Fig. 1: clock routing
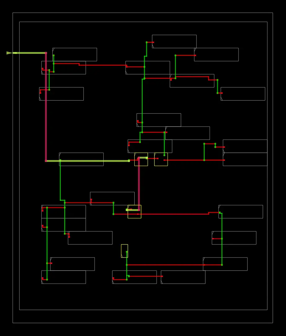
Fig. 2: met2 routing
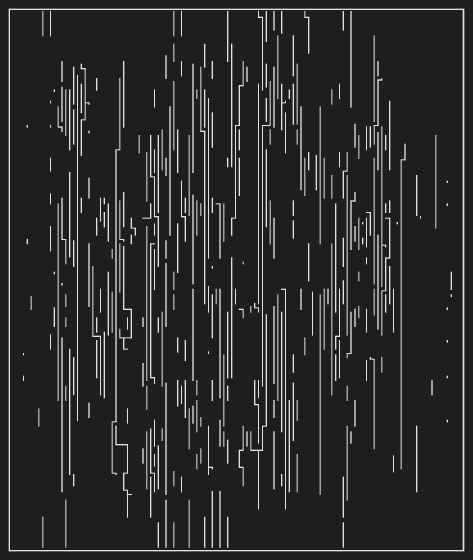
Fig. 3: signal metal coverage by tile
Bar = 20 µm. 11 x 13 tiles, from dark purple (low) to yellow (high), scaled to the fullest tile. Values are wire area over tile area, all layers added.
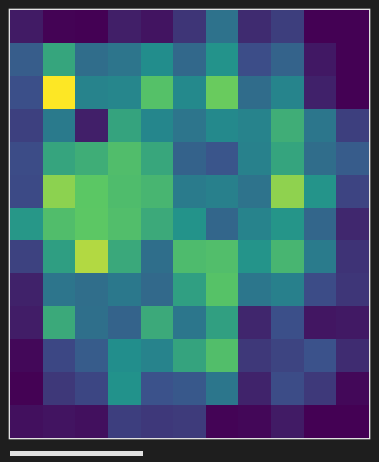
## src/rtl/cpu_pkg.sv

```systemverilog
// Shared vtisa definitions: CPU state encoding, fetch source select and opcodes.
// Used by both the fetcher and the decoder.
package cpu_pkg;

    localparam int BITS_IDX       = 7;
    localparam int STATE_BITS_IDX = 2;

    typedef enum logic [STATE_BITS_IDX:0] {
        STATE_RESET   = 3'd0,
        STATE_FETCH   = 3'd1,
        STATE_DECODE  = 3'd2,
        STATE_LOAD_WB = 3'd3,
        STATE_HALT    = 3'd4
    } state_e;

    localparam logic FETCH_ROM = 1'b0;
    localparam logic FETCH_RAM = 1'b1;

    localparam logic [3:0] OP_NOP  = 4'h0;
    localparam logic [3:0] OP_LDI  = 4'h1;
    localparam logic [3:0] OP_LD   = 4'h2;
    localparam logic [3:0] OP_ADDI = 4'h3;
    localparam logic [3:0] OP_JMP  = 4'h4;
    localparam logic [3:0] OP_JZ   = 4'h5;
    localparam logic [3:0] OP_HLT  = 4'hF;

endpackage

```

## src/rtl/decoder_alu.sv

```systemverilog
// Combinational accumulator update for the immediate-form instructions,
// plus the zero flag of the current accumulator used by JZ.
module alu
    import cpu_pkg::*;
#(
    parameter int BITS = BITS_IDX + 1
) (
    input  logic [3:0]      opcode_i,
    input  logic [BITS-1:0] acc_i,
    input  logic [BITS-1:0] imm_i,
    output logic [BITS-1:0] acc_o,
    output logic            zero_o
);

    always_comb begin
        acc_o = acc_i;
        case (opcode_i)
            OP_LDI:  acc_o = imm_i;
            // Carry out of the top bit is dropped: 0xFF + 1 gives 0x00.
            OP_ADDI: acc_o = acc_i + imm_i;
            default: acc_o = acc_i;
        endcase
    end

    assign zero_o = (acc_i == '0);

endmodule

```

## src/rtl/decoder.sv

```systemverilog
// vtisa control stage: owns CPU state, pc, accumulator and the fetch source /
// RAM address that steer the fetcher. One instruction per FETCH..DECODE pass.
module decoder
    import cpu_pkg::*;
#(
    parameter int              BITS       = BITS_IDX + 1,
    parameter int              STATE_BITS = STATE_BITS_IDX + 1,
    parameter logic [BITS-1:0] RESET_PC   = '0
) (
    input  logic                  clk,
    input  logic                  reset,
    input  logic [BITS-1:0]       instr,
    input  logic [BITS-1:0]       mem_data,
    output logic [STATE_BITS-1:0] state,
    output logic [BITS-1:0]       pc,
    output logic                  fetch_source,
    output logic [BITS-1:0]       ram_addr,
    output logic [BITS-1:0]       acc,
    output logic                  halted,
    output logic                  illegal
);

    // Fetcher contract: the fetcher acts only while state==STATE_FETCH. With
    // fetch_source==FETCH_ROM it latches rom[pc] into instr (valid in DECODE);
    // with FETCH_RAM it latches ram[ram_addr] into mem_data (valid in LOAD_WB).
    state_e          state_q;
    logic [BITS-1:0] pc_q;
    logic            fetch_source_q;
    logic [BITS-1:0] ram_addr_q;
    logic [BITS-1:0] acc_q;
    logic            illegal_q;

    logic [3:0]      opcode;
    logic [BITS-1:0] imm;
    logic [BITS-1:0] pc_inc;
    logic [BITS-1:0] alu_acc;
    logic            acc_zero;

    assign opcode = instr[7:4];
    assign imm    = {{(BITS-4){1'b0}}, instr[3:0]};
    assign pc_inc = pc_q + BITS'(1);

    alu #(
        .BITS (BITS)
    ) u_alu (
        .opcode_i (opcode),
        .acc_i    (acc_q),
        .imm_i    (imm),
        .acc_o    (alu_acc),
        .zero_o   (acc_zero)
    );

    always_ff @(posedge clk or negedge reset) begin
        if (!reset) begin
            state_q        <= STATE_RESET;
            pc_q           <= RESET_PC;
            fetch_source_q <= FETCH_ROM;
            ram_addr_q     <= '0;
            acc_q          <= '0;
            illegal_q      <= 1'b0;
        end else begin
            illegal_q <= 1'b0;
            case (state_q)
                STATE_RESET: begin
                    state_q <= STATE_FETCH;
                end
                STATE_FETCH: begin
                    state_q <= (fetch_source_q == FETCH_RAM) ? STATE_LOAD_WB : STATE_DECODE;
                end
                STATE_DECODE: begin
                    state_q        <= STATE_FETCH;
                    fetch_source_q <= FETCH_ROM;
                    case (opcode)
                        OP_NOP: pc_q <= pc_inc;
                        OP_LDI, OP_ADDI: begin
                            acc_q <= alu_acc;
                            pc_q  <= pc_inc;
                        end
                        // pc stays put until the data word is written back.
                        OP_LD: begin
                            ram_addr_q     <= imm;
                            fetch_source_q <= FETCH_RAM;
                        end
                        OP_JMP: pc_q <= imm;
                        OP_JZ:  pc_q <= acc_zero ? imm : pc_inc;
                        OP_HLT: state_q <= STATE_HALT;
                        default: begin
                            pc_q      <= pc_inc;
                            illegal_q <= 1'b1;
                        end
                    endcase
                end
                STATE_LOAD_WB: begin
                    acc_q          <= mem_data;
                    pc_q           <= pc_inc;
                    fetch_source_q <= FETCH_ROM;
                    state_q        <= STATE_FETCH;
                end
                STATE_HALT: begin
                    state_q <= STATE_HALT;
                end
                default: begin
                    state_q        <= STATE_FETCH;
                    fetch_source_q <= FETCH_ROM;
                end
            endcase
        end
    end

    assign state        = state_q;
    assign pc           = pc_q;
    assign fetch_source = fetch_source_q;
    assign ram_addr     = ram_addr_q;
    assign acc          = acc_q;
    assign halted       = (state_q == STATE_HALT);
    assign illegal      = illegal_q;

endmodule
```

## config.mk

```make
export PLATFORM = sky130hd
export DESIGN_NAME = decoder
export DESIGN_NICKNAME = d
export VERILOG_FILES = /design/src/rtl/cpu_pkg.sv /design/src/rtl/decoder_alu.sv /design/src/rtl/decoder.sv
export SDC_FILE = /design/constraint.sdc
export NUM_CORES = 1
export LEC_CHECK = 0
export CAP_MARGIN = 20
export CORE_ASPECT_RATIO = 1.2
export CORE_UTILIZATION = 51
export DETAILED_ROUTE_END_ITERATION = 7
export HOLD_SLACK_MARGIN = 0.05
export PLACE_DENSITY = 0.85
export REMOVE_ABC_BUFFERS = 1
export SYNTH_ARGS = -nofsm -noshare
export SYNTH_HDL_FRONTEND = slang
export SYNTH_SLANG_ARGS = --single-unit
```

## constraint.sdc

```tcl
create_clock -name clk -period 5.1 [get_ports clk]
set_clock_uncertainty 0.2 [all_clocks]
set_input_delay 0.51 -clock clk [delete_from_list [all_inputs] [get_ports clk]]
set_output_delay 0.51 -clock clk [all_outputs]
set_load 0.02 [all_outputs]
```

==> summary.txt <==
Figures from the implementation reports.

- The count of nets left with antenna violations after detail routing reads 0.
- Looking at the worst setup and hold paths, the clock pins of their registers show a slew of 0.14 ns.
- Dividing the detail-routed via count by the number of cells gives 5.61.
- The mean post-synth cell area is 9.26 µm².
- The fraction of registers with async set/reset reads 100%.
- Per the timing report, the biggest fanout along the worst path comes to 14.
- The first element of the critical path reads state[0]$_DFF_PN0_.
- The sequential fraction of the synthesis area is 37.7%.
- The synthesis report lists the most area-consuming cells as sky130_fd_sc_hd__dfrtp_1, sky130_fd_sc_hd__nor2_1, sky130_fd_sc_hd__ha_1, sky130_fd_sc_hd__mux2i_1, sky130_fd_sc_hd__o21ai_0.
- The post-cts repair resize count is 0.
- The most frequently placed logic cell in the final layout is sky130_fd_sc_hd__clkdlybuf4s50_1.
- The arrival time of data at the worst endpoint is listed as 1.81 ns.
- The synthesis run identifies the leading combinational cell family as simple AND/OR/NAND/NOR gates.
- The first-pass iteration count of the detailed router is 4.
- The clock tree from TritonCTS is done.
- The die height reads 64.5 µm.
- The final-layout fill cell count is 260.
- The final antenna diode count reads 0.
- The count of port buffers added during placement reads 43.
- The OpenROAD warning count is 25.
- The half-perimeter wire length of the detailed placement result reads 2660 µm.
- For reference, the critical path is captured by halted.
- The class of the worst hold path is flop to flop.
- Clock tree synthesis selected as its root buffer the cell sky130_fd_sc_hd__clkbuf_4.
- The post-synth tally of flip-flops with integrated enable is 0.
- The flow ran to the end, and the final reports show no timing, DRC or antenna violations.
- The post-synthesis compound-gate area fraction is 18.9%.
- The power density of the placed cells reads 489 mW/mm².
- The end-of-flow timing check tallies setup violations at 0.
- In the Yosys stats the netlist draws on 48 distinct library cells.
- The clock latency reported for the late side of the worst-skew pair reads 0.31 ns.
- Of all cell types, the one taking the most synthesized area is sky130_fd_sc_hd__dfrtp_1.
- The actual transition at the worst max-transition pin is 0.856 ns.
- The post-synthesis to final-layout area growth is 28.2%.
- The minimum period implied by the final worst setup slack is 2.52 ns.
- The worst hold path cell count reads 2.
- The number of cell instances after yosys synthesis reads 179.
-- Fig. 1 (at the start) --
FFs & Latches: 25
clock tree sinks: 25
CTS buffer count: 3
tally of clock buffers in the finished layout: 4
Clock net power: 90.7 µW

-- Fig. 2 (at the start) --
share of all routed wire: 47%
wire length on this layer: 1690 µm
nets with wire on the layer: 210
main direction: vertical
longest straight run: 41.1 µm
vias: 1447
total routed wirelength: 3570 µm

-- Fig. 3 (at the start) --
mean over tiles: 0.16
tiles over half the peak: 28%
nearly empty tiles: 7.7%
emptiest ninth of the die: bottom right
Routed wire per std cell: 13.9 µm
total global-route track usage: 22.8%

[worst max-delay path, stage by stage (launching register included)]
cell,delay (ns)
sky130_fd_sc_hd__dfrtp_1,0.56
sky130_fd_sc_hd__nor2_1,0.17
sky130_fd_sc_hd__and2_1,0.16
sky130_fd_sc_hd__clkdlybuf4s50_1,0.60
[metal layers]
layer / vias up / wire (µm) / track usage [%]
li1: 723 / - / -
met1: 687 / 1730 / 31.4
met2: 33 / 1690 / 37.2
met3: 4 / 117 / 3.05
met4: 0 / 33 / 5.13
met5: - / 0 / 0
[per-stage QoR]
| step | cell area (µm²) | std cells | hold slack [ns] | total power [mW] |
|---|---|---|---|---|
| 2_1_floorplan | 1620 | 174 | 0.0144 | 0.710 |
| 3_3_place_gp | 2100 | 254 | 0.271 | 0.939 |
| 3_5_place_dp | 2100 | 254 | 0.280 | 0.948 |
| 4_1_cts | 2120 | 258 | 0.311 | 1.04 |
| 5_1_grt | 2120 | 258 | 0.352 | 1.12 |
| 6_report | 2120 | 258 | 0.310 | 1.04 |
[report_power, final]
part / internal (mW) / total [mW] / switching [mW]
clock network: 0.0306 / 0.0907 / 0.0601
registers: 0.274 / 0.375 / 0.101
logic: 0.274 / 0.575 / 0.301
total: 0.578 / 1.04 / 0.462
[layout make-up]
type / count / area [µm²] / area share, %
clock buffer: 4 / 26.3 / 1.24
inverter: 7 / 26.3 / 1.24
sequential: 25 / 626 / 29.4
multi-input combinational: 142 / 963 / 45.3
timing repair buffer: 44 / 438 / 20.6
tap: 36 / 45.0 / 2.12
[sequential cells by signal, indices dropped and copies added (netlist names)]
register	flops
illegal	1
pc	8
acc	8
state	3
ram_addr	4
fetch_source	1
Power and IR drop assume default switching activity.
